--- src/rtl/gesture_packet_rx_pkg.sv ---
// Shared definitions for the gesture packet link: header constants, gesture
// encoding, state enums and the transmit-side packet builders.
package gesture_packet_rx_pkg;

   localparam logic [3:0] HDR_NIBBLE = 4'hA;
   localparam logic [5:0] HDR_MATCH  = {HDR_NIBBLE, 2'b00};

   typedef enum logic [1:0] {G_UP = 2'd0, G_DOWN = 2'd1, G_LEFT = 2'd2, G_RIGHT = 2'd3} gesture_e;
   typedef enum logic [1:0] {IDLE, START, DATA, STOP} rx_state_e;
   typedef enum logic {P_HDR, P_BODY} parse_state_e;

   function automatic logic [7:0] build_hdr(input gesture_e g);
      return {HDR_NIBBLE, 2'b00, g};
   endfunction

   function automatic logic [7:0] build_body(input logic [3:0] conf, input logic [3:0] act);
      return {conf, act};
   endfunction

endpackage

--- src/rtl/gesture_packet_rx_uart.sv ---
// 8N1 byte receiver: 2-flop synchronizer, mid-bit sampling, glitch rejection
// on the start bit and a one-cycle framing error on a bad stop bit.
module uart_rx
   import gesture_packet_rx_pkg::*;
#(
   parameter int CLKS_PER_BIT = 104
) (
   input  logic       clk,
   input  logic       rst,
   input  logic       rx,
   output logic [7:0] data,
   output logic       byte_valid,
   output logic       framing_err
);

   localparam int CW   = $clog2(CLKS_PER_BIT + 1);
   localparam int HALF = CLKS_PER_BIT / 2;

   rx_state_e         state_q, state_d;
   logic [1:0]        sync_q;
   logic              prev_q;
   logic [CW-1:0]     cnt_q, cnt_d;
   logic [2:0]        bit_q, bit_d;
   logic [7:0]        shift_q, shift_d;
   logic [7:0]        data_q, data_d;
   logic              bv_q, bv_d;
   logic              fe_q, fe_d;
   logic              rx_s;

   assign rx_s        = sync_q[1];
   assign data        = data_q;
   assign byte_valid  = bv_q;
   assign framing_err = fe_q;

   always_ff @(posedge clk) begin
      if (rst) begin
         sync_q  <= 2'b11;
         prev_q  <= 1'b1;
         state_q <= IDLE;
         cnt_q   <= '0;
         bit_q   <= '0;
         shift_q <= '0;
         data_q  <= '0;
         bv_q    <= 1'b0;
         fe_q    <= 1'b0;
      end else begin
         sync_q  <= {sync_q[0], rx};
         prev_q  <= rx_s;
         state_q <= state_d;
         cnt_q   <= cnt_d;
         bit_q   <= bit_d;
         shift_q <= shift_d;
         data_q  <= data_d;
         bv_q    <= bv_d;
         fe_q    <= fe_d;
      end
   end

   always_comb begin
      state_d = state_q;
      cnt_d   = cnt_q + 1'b1;
      bit_d   = bit_q;
      shift_d = shift_q;
      data_d  = data_q;
      bv_d    = 1'b0;
      fe_d    = 1'b0;
      case (state_q)
         IDLE: begin
            cnt_d = '0;
            if (prev_q && !rx_s) state_d = START;
         end
         START: begin
            // A start bit that is high again at mid-bit was only a glitch
            if (cnt_q == CW'(HALF - 1)) begin
               cnt_d = '0;
               bit_d = '0;
               state_d = rx_s ? IDLE : DATA;
            end
         end
         DATA: begin
            if (cnt_q == CW'(CLKS_PER_BIT - 1)) begin
               cnt_d   = '0;
               shift_d = {rx_s, shift_q[7:1]};
               bit_d   = bit_q + 3'd1;
               if (bit_q == 3'd7) state_d = STOP;
            end
         end
         STOP: begin
            if (cnt_q == CW'(CLKS_PER_BIT - 1)) begin
               cnt_d   = '0;
               state_d = IDLE;
               if (rx_s) begin
                  bv_d   = 1'b1;
                  data_d = shift_q;
               end else begin
                  fe_d = 1'b1;
               end
            end
         end
         default: state_d = IDLE;
      endcase
   end

endmodule

--- src/rtl/gesture_packet_rx.sv ---
// Two-byte gesture packet parser on top of the UART byte receiver, with an
// inter-byte timeout, latched decoded fields and a good-packet counter.
module gesture_packet_rx
   import gesture_packet_rx_pkg::*;
#(
   parameter int CLK_FREQ     = 12_000_000,
   parameter int BAUD_RATE    = 115200,
   parameter int TIMEOUT_BITS = 20
) (
   input  logic       clk,
   input  logic       rst,
   input  logic       uart_rx,
   output logic       packet_valid,
   output logic [1:0] gesture,
   output logic [3:0] confidence,
   output logic [3:0] activity,
   output logic [7:0] packet_count,
   output logic       header_err,
   output logic       framing_err,
   output logic       timeout_err
);

   localparam int CLKS_PER_BIT = CLK_FREQ / BAUD_RATE;
   localparam int TIMEOUT_CLKS = TIMEOUT_BITS * CLKS_PER_BIT;
   localparam int TW           = $clog2(TIMEOUT_CLKS + 1);

   logic [7:0]   rx_data;
   logic         rx_valid, rx_ferr;

   parse_state_e pstate_q, pstate_d;
   logic [TW-1:0] tmo_q, tmo_d;
   gesture_e     g_q, g_d;
   logic [1:0]   gest_q, gest_d;
   logic [3:0]   conf_q, conf_d, act_q, act_d;
   logic [7:0]   cnt_q, cnt_d;
   logic         pv_q, pv_d, he_q, he_d;
   logic         timeout_hit;

   uart_rx #(.CLKS_PER_BIT(CLKS_PER_BIT)) u_rx (
      .clk        (clk),
      .rst        (rst),
      .rx         (uart_rx),
      .data       (rx_data),
      .byte_valid (rx_valid),
      .framing_err(rx_ferr)
   );

   assign packet_valid = pv_q;
   assign gesture      = gest_q;
   assign confidence   = conf_q;
   assign activity     = act_q;
   assign packet_count = cnt_q;
   assign header_err   = he_q;
   assign framing_err  = rx_ferr;
   // Combinational so the pulse lands exactly TIMEOUT_CLKS after the header byte
   assign timeout_err  = timeout_hit && !rst;

   always_ff @(posedge clk) begin
      if (rst) begin
         pstate_q <= P_HDR;
         tmo_q    <= '0;
         g_q      <= G_UP;
         gest_q   <= '0;
         conf_q   <= '0;
         act_q    <= '0;
         cnt_q    <= '0;
         pv_q     <= 1'b0;
         he_q     <= 1'b0;
      end else begin
         pstate_q <= pstate_d;
         tmo_q    <= tmo_d;
         g_q      <= g_d;
         gest_q   <= gest_d;
         conf_q   <= conf_d;
         act_q    <= act_d;
         cnt_q    <= cnt_d;
         pv_q     <= pv_d;
         he_q     <= he_d;
      end
   end

   always_comb begin
      pstate_d    = pstate_q;
      tmo_d       = tmo_q;
      g_d         = g_q;
      gest_d      = gest_q;
      conf_d      = conf_q;
      act_d       = act_q;
      cnt_d       = cnt_q;
      pv_d        = 1'b0;
      he_d        = 1'b0;
      timeout_hit = 1'b0;
      case (pstate_q)
         P_HDR: begin
            if (rx_valid) begin
               if (rx_data[7:2] == HDR_MATCH) begin
                  g_d      = gesture_e'(rx_data[1:0]);
                  tmo_d    = '0;
                  pstate_d = P_BODY;
               end else begin
                  he_d = 1'b1;
               end
            end
         end
         P_BODY: begin
            // Body byte is taken positionally; a byte beats a same-cycle timeout
            if (rx_valid) begin
               pv_d     = 1'b1;
               gest_d   = g_q;
               conf_d   = rx_data[7:4];
               act_d    = rx_data[3:0];
               cnt_d    = cnt_q + 8'd1;
               pstate_d = P_HDR;
            end else if (rx_ferr) begin
               pstate_d = P_HDR;
            end else if (tmo_q == TW'(TIMEOUT_CLKS - 1)) begin
               timeout_hit = 1'b1;
               pstate_d    = P_HDR;
            end else begin
               tmo_d = tmo_q + 1'b1;
            end
         end
         default: pstate_d = P_HDR;
      endcase
   end

endmodule

--- config.mk ---
export PLATFORM = sky130hd
export DESIGN_NAME = gesture_packet_rx
export DESIGN_NICKNAME = d
export VERILOG_FILES = /design/src/rtl/gesture_packet_rx_pkg.sv /design/src/rtl/gesture_packet_rx_uart.sv /design/src/rtl/gesture_packet_rx.sv
export SDC_FILE = /design/constraint.sdc
export NUM_CORES = 1
export LEC_CHECK = 0
export CORE_MARGIN = 3
export CORE_UTILIZATION = 57
export DETAILED_ROUTE_END_ITERATION = 16
export PLACE_DENSITY = 0.8
export SLEW_MARGIN = 20
export SYNTH_ARGS = -nofsm -noshare
export SYNTH_HDL_FRONTEND = slang
export SYNTH_SLANG_ARGS = --single-unit
--- constraint.sdc ---
create_clock -name clk -period 2.2 [get_ports clk]
set_input_delay 0.44 -clock clk [delete_from_list [all_inputs] [get_ports clk]]
set_output_delay 0.44 -clock clk [all_outputs]
set_load 0.1 [all_outputs]
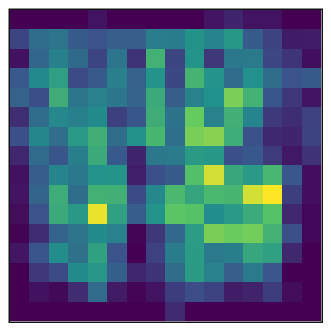
Fig. 1. Routed metal per tile (run 1).
(4 px per um) 16 x 16 tiles, from dark purple (low) to yellow (high), scaled to the fullest tile. Values are wire area over tile area, all layers added.
densest ninth of the die: center
nearly empty tiles: 15%
fullest tile: 0.49

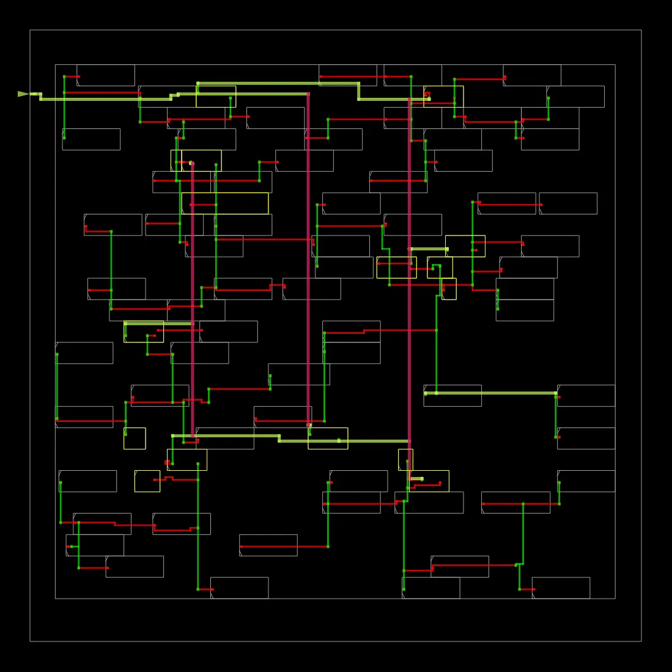
Fig. 2. Clock routing (run 1).
Setup Skew: 0.00651 ns
cts bufs inserted: 9
worst-skew pair later-pin latency: 0.35 ns
# clk buffers: 10
flip-flops: 68

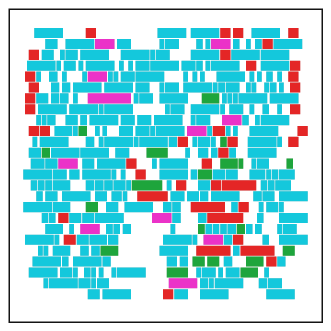
Fig. 3. Cell sizes after repair (run 1).
(4 px per um)
[green] drive 2 | cells: 20 | share: 5.7%
[cyan] drive 1 or less | cells: 278 | share: 79%
[red] drive 3 to 4 | cells: 41 | share: 12%
[magenta] drive 6 and up | cells: 11 | share: 3.1%

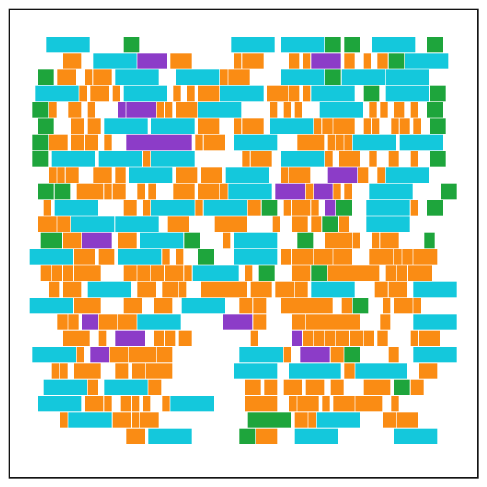
Fig. 4. Cells colored by class (run 1).
(6 px per um)
[purple] clock drivers and dummy loads | cells: 16
[orange] all other logic | cells: 231
[green] other buffers and delay cells | cells: 35
[cyan] flip-flops | cells: 68

==> results.cfg, run 1 <==
; flow metrics
[run_status]
outcome = finished, final reports clean

[worst_setup_path]
worstPathRequired_ns = 1.76
crit_fanout = 2
crit_end = timeout_err
critPathCaptureType = primary output
path_delay_family = simple AND/OR/NAND/NOR gates
reg2reg_from = tmo_q[0]
critPathLaunchType = flip-flop
r2r_cells = 6
crit_arrival_ns = 1.65
r2r_end = tmo_q[9]
r2r_slack_ns = 0.26
path_buffers = 1
startpoint = tmo_q[0]
path_depth = 5
critPathMaxStageDelay_ns = 0.37

[power]
p_comb_share_pct = 1.7
finalPower_w = 0.00229
vdd_ir_drop_max_v = 0.000492
pwr_density_cell_nw_per_um2 = 659
switching_share_pct = 22.8
p_comb_w = 0.0000391
pwr-share-clk_pct = 44.3
power_leakage_nw = 1.40
p_int_w = 0.00177

[die]
num_rows = 25
coreArea_um2 = 4850
boundaryPins = 25
die_w_um = 77.9

[sta]
setup_viol = 0
finalClockPeriodUsage_pct = 94.8
slew_viol_final = 0
hold_viol = 0
period_needed_ns = 2.09

[final_layout]
seq_share_pct = 39.5
nets = 354
final_core_util_pct = 71.6
final_cell_mix = dfxtp_1 (65), nand2_1 (40), nor2_1 (37), buf_4 (32), mux2i_1 (23)
fill_cells = 380
logic_area_um2 = 1530
largest_cell_class = combinational gates

[grt]
gr-total-overflow = 0
grt_pass1_vias = 2123
grtUsageTotal_pct = 21.3
grt_max_degree = 35

[clock_network]
clockRootBuffer = clkbuf_8
numClockSinks = 68
clk_path_buf_depth = 2
post_cts.repair.setup_buffers = 4

[logic_synthesis]
syn-num-nets = 327
synth-seq-cells = 68
avgSynthCellArea_um2 = 9.25
ff_type = dfxtp_1
mux_share_pct = 7.82
yosys_warnings = 0
syn_inst = 318
logic_family = simple AND/OR/NAND/NOR gates
simple_gate_share_pct = 24.4
async_flop_share_pct = 0
synth_cell_types = 51
edf_count = 0
yosys-stat-area_um2 = 2940
synth_seq_share_pct = 46.3

[worst_hold_path]
hold_start = rst
holdPathEnd = u_rx.prev_q
hold_class = input port to flip-flop

[route]
num_vias = 2365
wl_per_cell_um = 14.1

[job]
drv_cap = 0
warnings = 28

[place]
post-place-ws_ns = 0.277
dp.cells = 397
hpwl_um = 4000
-- run 1: Yosys cell counts, types with 2 or more instances --
| library cell | instances | area (um2) |
|---|---|---|
| buf_6 | 2 | 22.5 |
| and2_1 | 2 | 12.5 |
| nand4b_1 | 5 | 43.8 |
| and3_1 | 5 | 31.3 |
| buf_2 | 3 | 15.0 |
| a21oi_2 | 3 | 26.3 |
| a21oi_1 | 20 | 100 |
| nand3_1 | 14 | 70.1 |
| o2111ai_1 | 2 | 17.5 |
| a31o_1 | 2 | 17.5 |
| xor2_1 | 9 | 78.8 |
| inv_1 | 5 | 18.8 |
| nand2b_1 | 7 | 43.8 |
| a211oi_2 | 2 | 25.0 |
| ha_1 | 6 | 75.1 |
| and2_0 | 2 | 12.5 |
| mux2i_1 | 23 | 230 |
| clkbuf_1 | 12 | 45.0 |
| and4bb_2 | 2 | 25.0 |
| nor2_1 | 37 | 139 |
| o21ai_1 | 2 | 10.0 |
| nand2_1 | 40 | 150 |
| xnor2_1 | 3 | 26.3 |
| nand4_1 | 9 | 56.3 |
| a2111o_1 | 3 | 33.8 |
| or2_2 | 3 | 18.8 |
| a311oi_1 | 2 | 17.5 |
| dfxtp_1 | 68 | 1360 |
| a21o_1 | 2 | 15.0 |
| nor4b_1 | 2 | 17.5 |
-- run 1: per-layer routing --
layer  part of all wire (%)  GRT usage (%)  vias to the layer above
met4                    2.4           11.4                        0
met5                      0              0                        -
met3                    4.9           5.80                       11
met2                     46           31.3                       54
li1                       -              -                     1181
met1                     46           28.4                     1119
-- run 1: state kept, by name, summed over array words and instances, names as in the netlist, 2 cells and up, named ones only --
register / cells
activity: 4
confidence: 4
g_q: 2
gesture: 2
packet_count: 8
tmo_q: 12
u_rx.bit_q: 3
u_rx.cnt_q: 7
u_rx.data: 8
u_rx.shift_q: 8
u_rx.sync_q: 2
--- run 2 (diff from run 1) ---
--- a/config.mk
+++ b/config.mk
@@ -7,2 +7,3 @@
 export LEC_CHECK = 0
+export CAP_MARGIN = 30
 export CORE_MARGIN = 3
==> constraint.sdc (replaced) <==
create_clock -name clk -period 2.2 [get_ports clk]
set_input_delay 0.33 -clock clk [delete_from_list [all_inputs] [get_ports clk]]
set_output_delay 0.33 -clock clk [all_outputs]
set_load 0.1 [all_outputs]
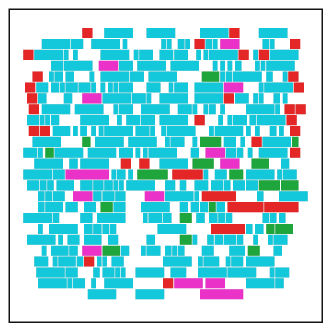
Fig. 5. Cell sizes after repair (run 2).
(4 px per um)
Worst Slack Setup Final: 0.111 ns
Final Instance Area: 3440 um2
Area Growth Syn to Fin: 17.0%
non-clock buffer count: 29

==> results.cfg, run 2 <==
; flow metrics
[die]
boundaryPins = 25
num_rows = 25
coreArea_um2 = 4850
die_w_um = 77.9

[job]
drv_cap = 0
warnings = 27

[logic_synthesis]
top_cells_by_count = dfxtp_1 (68), nand2_1 (40), nor2_1 (37)
yosys_warnings = 0
synth_cell_types = 51
synth_seq_share_pct = 46.3
yosysMostFrequentCell = dfxtp_1
yosysTopAreaCell = dfxtp_1
netlist.area_leader.share_pct = 46.3
edf_count = 0
avgSynthCellArea_um2 = 9.25
async_flop_share_pct = 0
yosys-stat-area_um2 = 2940
synthTopCellsByArea = dfxtp_1 (46%), mux2i_1 (7.8%), nand2_1 (5.1%), nor2_1 (4.7%), a21oi_1 (3.4%)
syn-num-nets = 327
syn_inst = 318
ff_type = dfxtp_1
synthesis.area_um2 = 2940

[power]
vdd_ir_drop_max_v = 0.000402
pwr_density_cell_nw_per_um2 = 698
finalPower_w = 0.00240
power_leakage_nw = 1.38
pwr-share-clk_pct = 47.0
switching_share_pct = 20.5
p_sw_w = 0.000493
p_comb_share_pct = 1.5

[worst_setup_path]
crit_fanout = 8
worstPathRequired_ns = 1.87
critPathMaxStageDelay_ns = 0.40
crit_type = flip-flop to primary output
crit_arrival_ns = 1.76
path_buffers = 1
critPathCaptureType = primary output
path_delay_family = simple AND/OR/NAND/NOR gates
cp_slowest_cell = dfxtp_4
critPathLaunchType = flip-flop

[grt]
gr-total-overflow = 0
grtUsageMet3_pct = 3.48
use_met2_pct = 31.0
grt.met1_usage_pct = 27.1
grt_pass1_vias = 2139
grtUsageTotal_pct = 20.4
grt_max_degree = 49

[place]
dp.cells = 395
port_buffers = 24
hpwl_um = 3740

[clock_network]
clk_path_buf_depth = 2
post_cts.repair.setup_buffers = 0
numCtsBuffers = 9
clockRootBuffer = clkbuf_8

[final_layout]
fill_cells = 399
nets = 348
largest_reg_flops = 12
largest_register = tmo_q
final_cell_mix = dfxtp_1 (65), nand2_1 (40), nor2_1 (37), buf_4 (26), mux2i_1 (23)

[sta]
hold_viol = 0
slew_viol_final = 0
period_needed_ns = 2.09
setup_viol = 0

[route]
detail_route.vias_per_cell = 5.63
num_vias = 2314
wl_per_cell_um = 13.7
drt-total-wl_um = 5620
maxUsedRoutingLayer = met4
drt-met1-wl_um = 2690
dr_wl_met2_um = 2550
drc = 0

[worst_hold_path]
hold_class = input port to flip-flop

[run_status]
outcome = finished, final reports clean
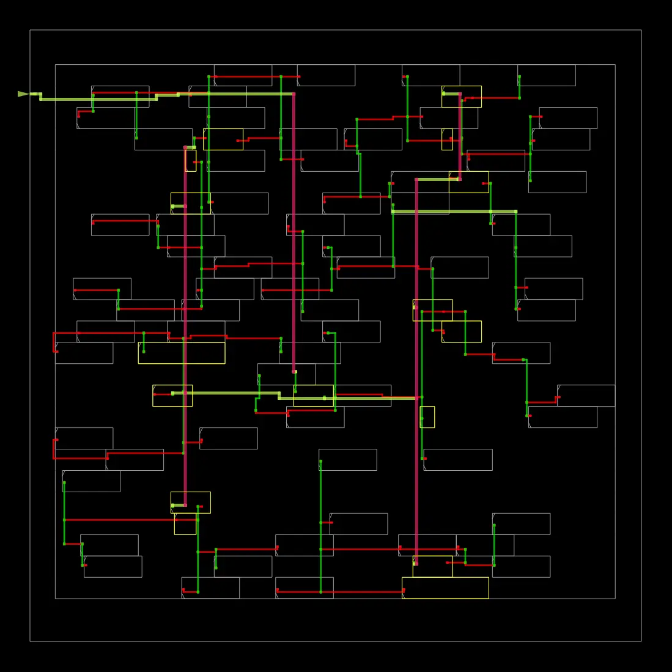
Fig. 6. Clock routing (run 2).
# clk buffers: 12
worst-skew pair later-pin latency: 0.34 ns
Setup Skew: 0.00757 ns
CTS sink count: 68

## run 2: through the flow
step	worst slack (ns)	utilization, %	hold WS [ns]
2_1_floorplan	0.0155	-	0.389
3_3_place_gp	0.286	66.5	0.391
3_5_place_dp	0.230	66.5	0.397
4_1_cts	0.0984	71.0	0.211
5_1_grt	0.0208	71.0	0.240
6_report	0.111	71.0	0.225
## run 2: area by class of cell
type | instances | area, um2 | area share (%)
Sequential cell | 68 | 1370 | 39.8
Clock buffer | 12 | 145 | 4.22
Tap cell | 67 | 83.8 | 2.43
Timing Repair Buffer | 29 | 230 | 6.69
Multi-Input combinational cell | 226 | 1520 | 44.2
Inverter | 5 | 18.8 | 0.545
Clock inverter | 4 | 72.6 | 2.11
## run 2: cells by family (layout without fill, tap and decap cells)
group	after synthesis	count (layout)	share of synthesized area, %
DFF	68	68	46.3
buffers and inverters	24	50	3.83
adders and majority gates	6	6	2.55
xor gates and xnor gates	12	12	3.57
muxes	23	23	7.82
AOI/OAI and AO/OA	47	47	11.6
and+or+nand+nor	138	138	24.4
## run 2: worst paths after layout
path / startpoint / end / slack (ns) / cells after the start
max: tmo_q[0] / timeout_err / 0.11 / 5
min: rst / g_q[0] / 0.23 / 2
max reg2reg: pstate_q / tmo_q[8] / 0.20 / 4
min reg2reg: u_rx.sync_q[0] / u_rx.sync_q[1] / 0.41 / 1
## run 2: power by group through the flow
| stage | sequential (W) | combinational (W) | clock [W] |
|---|---|---|---|
| after CTS | 0.00124 | 0.0000373 | 0.00115 |
| after global placement | 0.00126 | 0.0000375 | 0 |
| after detailed placement | 0.00126 | 0.0000372 | 0 |
| after floorplan | 0.00126 | 0.0000301 | 0 |
| final | 0.00124 | 0.0000371 | 0.00113 |
| after global routing | 0.00124 | 0.0000419 | 0.00121 |
--- run 3 (diff from run 2) ---
Settings changed: GPL_TIMING_DRIVEN set to 0.
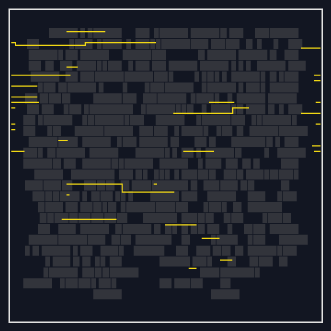
Fig. 7. Signal wires on met3 (run 3).
(4 px per um)
share of all routed wire: 3.2%
nets with wire on the layer: 23
longest straight run: 17.5 um

==> results.cfg, run 3 <==
; flow metrics
[clock_network]
clock_latency_ns = 0.34
cts-resized-gates = 14
numClockSinks = 68
htree_levels = 3
numCtsBuffers = 9
cts_tree = yes
clockRootBuffer = clkbuf_8
post_cts.repair.setup_buffers = 0
cts_hold_buf = 0
clk_path_buf_depth = 2
clk_pin_slew_ns = 0.08

[worst_setup_path]
startpoint = activity[2]
r2r_end = tmo_q[7]
r2r_slack_ns = 0.35
worstPathRequired_ns = 1.87
critPathMaxStageDelay_ns = 1.13
crit_fanout = 2
critPathLaunchType = flip-flop
crit_arrival_ns = 1.82
r2r_cells = 5
path_buffers = 1
path_delay_family = buffers and inverters
reg2reg_from = u_rx.byte_valid
path_cells = clkdlybuf4s50_1
cp_slowest_cell = clkdlybuf4s50_1
critPathCaptureType = primary output
crit_type = flip-flop to primary output

[power]
p_comb_share_pct = 1.8
switching_share_pct = 20.8
seqPwrFrac_pct = 50.1
power_leakage_nw = 1.47
vdd_ir_drop_max_v = 0.000521
pwr_density_cell_nw_per_um2 = 692
p_sw_w = 0.000512
finalPower_w = 0.00246
p_int_w = 0.00195
pwr-share-clk_pct = 48.2

[run_status]
outcome = finished, final reports clean

[sta]
tns_ns = 0
max_freq_ghz = 0.466
worstMarginPinSlew_ns = 0.972
rsz0062_at_grt = no
setup_viol = 0
finalClockPeriodUsage_pct = 97.6
max-slew-margin-rel_pct = 35.1
slew_viol_final = 0
period_needed_ns = 2.15
hold_viol = 0
skew_ns = 0.00847
hold_slack_ns = 0.430

[logic_synthesis]
avgSynthCellArea_um2 = 9.25
synth_seq_share_pct = 46.3
top_cells_by_count = dfxtp_1 (68), nand2_1 (40), nor2_1 (37)
synth_cell_types = 51
ff_type = dfxtp_1
yosys_warnings = 0
async_flop_share_pct = 0
yosysMostFrequentCell = dfxtp_1
synthesis.area_um2 = 2940
synth-seq-cells = 68
yosysTopAreaCell = dfxtp_1
edf_count = 0
netlist.area_leader.share_pct = 46.3
yosys-stat-area_um2 = 2940
syn_inst = 318
synthTopCellsByArea = dfxtp_1 (46%), mux2i_1 (7.8%), nand2_1 (5.1%), nor2_1 (4.7%), a21oi_1 (3.4%)
syn-num-nets = 327
yosys_cells = 318

[final_layout]
regArea_um2 = 1370
largest_register = tmo_q
lay_top_count = dfxtp_1
final_core_util_pct = 73.5
design_area_um2 = 3560
logic_area_um2 = 1530
largest_reg_flops = 12
fill_cells = 370
diodes = 0
drive_above_1_share_pct = 12.3
syn_to_final_growth_pct = 21.1
nets = 361
final_cell_mix = dfxtp_1 (65), nand2_1 (40), nor2_1 (37), mux2i_1 (23), a21oi_1 (20)

[route]
wl_per_cell_um = 14.7
detail_route.vias_per_cell = 5.66
drt-pass1-iter-count = 4
drt-met1-wl_um = 2900
drtAntennaViolNets = 0
maxUsedRoutingLayer = met4
met3_length_um = 198
drt-total-wl_um = 6240
dr_wl_met2_um = 3040
drtIter0Drc = 135
num_vias = 2401
drc = 0

[grt]
gr-total-overflow = 0
grt_max_degree = 13
grtUsageTotal_pct = 21.9
antenna_found_initial = 0
grt_pass1_wl_um = 10500
grt_pass1_vias = 2255

[die]
fp_util_pct = 60.7
boundaryPins = 25
die_y_um = 77.9
coreArea_um2 = 4850
die_w_um = 77.9
die-area_um2 = 6060
num_rows = 25

[place]
hpwl_um = 4210
place_congestion = 0.823
place_area_um2 = 3320
port_buffers = 23

[job]
warnings = 27
drv_cap = 0

[worst_hold_path]
hold_class = flip-flop to flip-flop
holdPathEnd = u_rx.sync_q[1]
hold_start = u_rx.sync_q[0]
hold_path_depth = 1
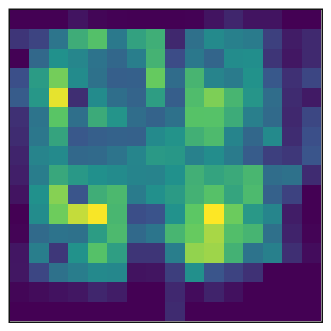
Fig. 8. Routed metal per tile (run 3).
(4 px per um) 16 x 16 tiles, from dark purple (low) to yellow (high), scaled to the fullest tile. Values are wire area over tile area, all layers added.
mean over tiles: 0.16
densest ninth of the die: center
emptiest ninth of the die: lower right
tiles over half the peak: 25%

-- run 3: cell counts after synthesis --
No cell type changed its count.
-- run 3: cell type report --
cell class	count	area share, %
buffer	19	2.63
clock buffer	11	4.28
clock inverter	5	2.32
inverter	5	0.527
multi-input combinational	226	43.0
sequential	68	38.4
tap	67	2.35
timing repair buffer	23	6.49
-- run 3: worst max path at each step --
stage          slack, ns               to  cells past startpoint
3_5_place_dp       -0.44      timeout_err                      5
6_report            0.05      activity[2]                      1
3_3_place_gp       -0.42      timeout_err                      5
2_1_floorplan       0.02      timeout_err                      4
4_1_cts             0.03  packet_count[7]                      1
5_1_grt            0.003      activity[3]                      1
-- run 3: routing by layer --
metal	global-route usage, %	up-vias
li1	-	1191
met2	35.5	38
met3	5.45	11
met1	27.1	1161
met4	9.96	0
met5	0	-
-- run 3: metrics by stage --
step           setup slack [ns]  std cells
4_1_cts                  0.0258        424
6_report                 0.0519        424
5_1_grt                 0.00275        424
3_5_place_dp             -0.444        408
2_1_floorplan            0.0155        318
3_3_place_gp             -0.422        408
-- run 3: cell families after synthesis --
logic type                 count (synthesis)  share of synthesized area (%)
and+or+nand+nor                          138                           24.4
DFF                                       68                           46.3
AOI/OAI and AO/OA                         47                           11.6
buffers and inverters                     24                           3.83
muxes                                     23                           7.82
xor gates and xnor gates                  12                           3.57
adders and majority gates                  6                           2.55
-- run 3: power groups by stage --
stage | logic (W) | clock network, W | registers, W
after floorplan | 0.0000301 | 0 | 0.00126
after global placement | 0.0000414 | 0 | 0.00126
after global routing | 0.0000491 | 0.00127 | 0.00123
after CTS | 0.0000436 | 0.00121 | 0.00123
final | 0.0000436 | 0.00119 | 0.00123
after detailed placement | 0.0000427 | 0 | 0.00126
Power figures rest on the tool's default switching activity, not on a simulated workload.
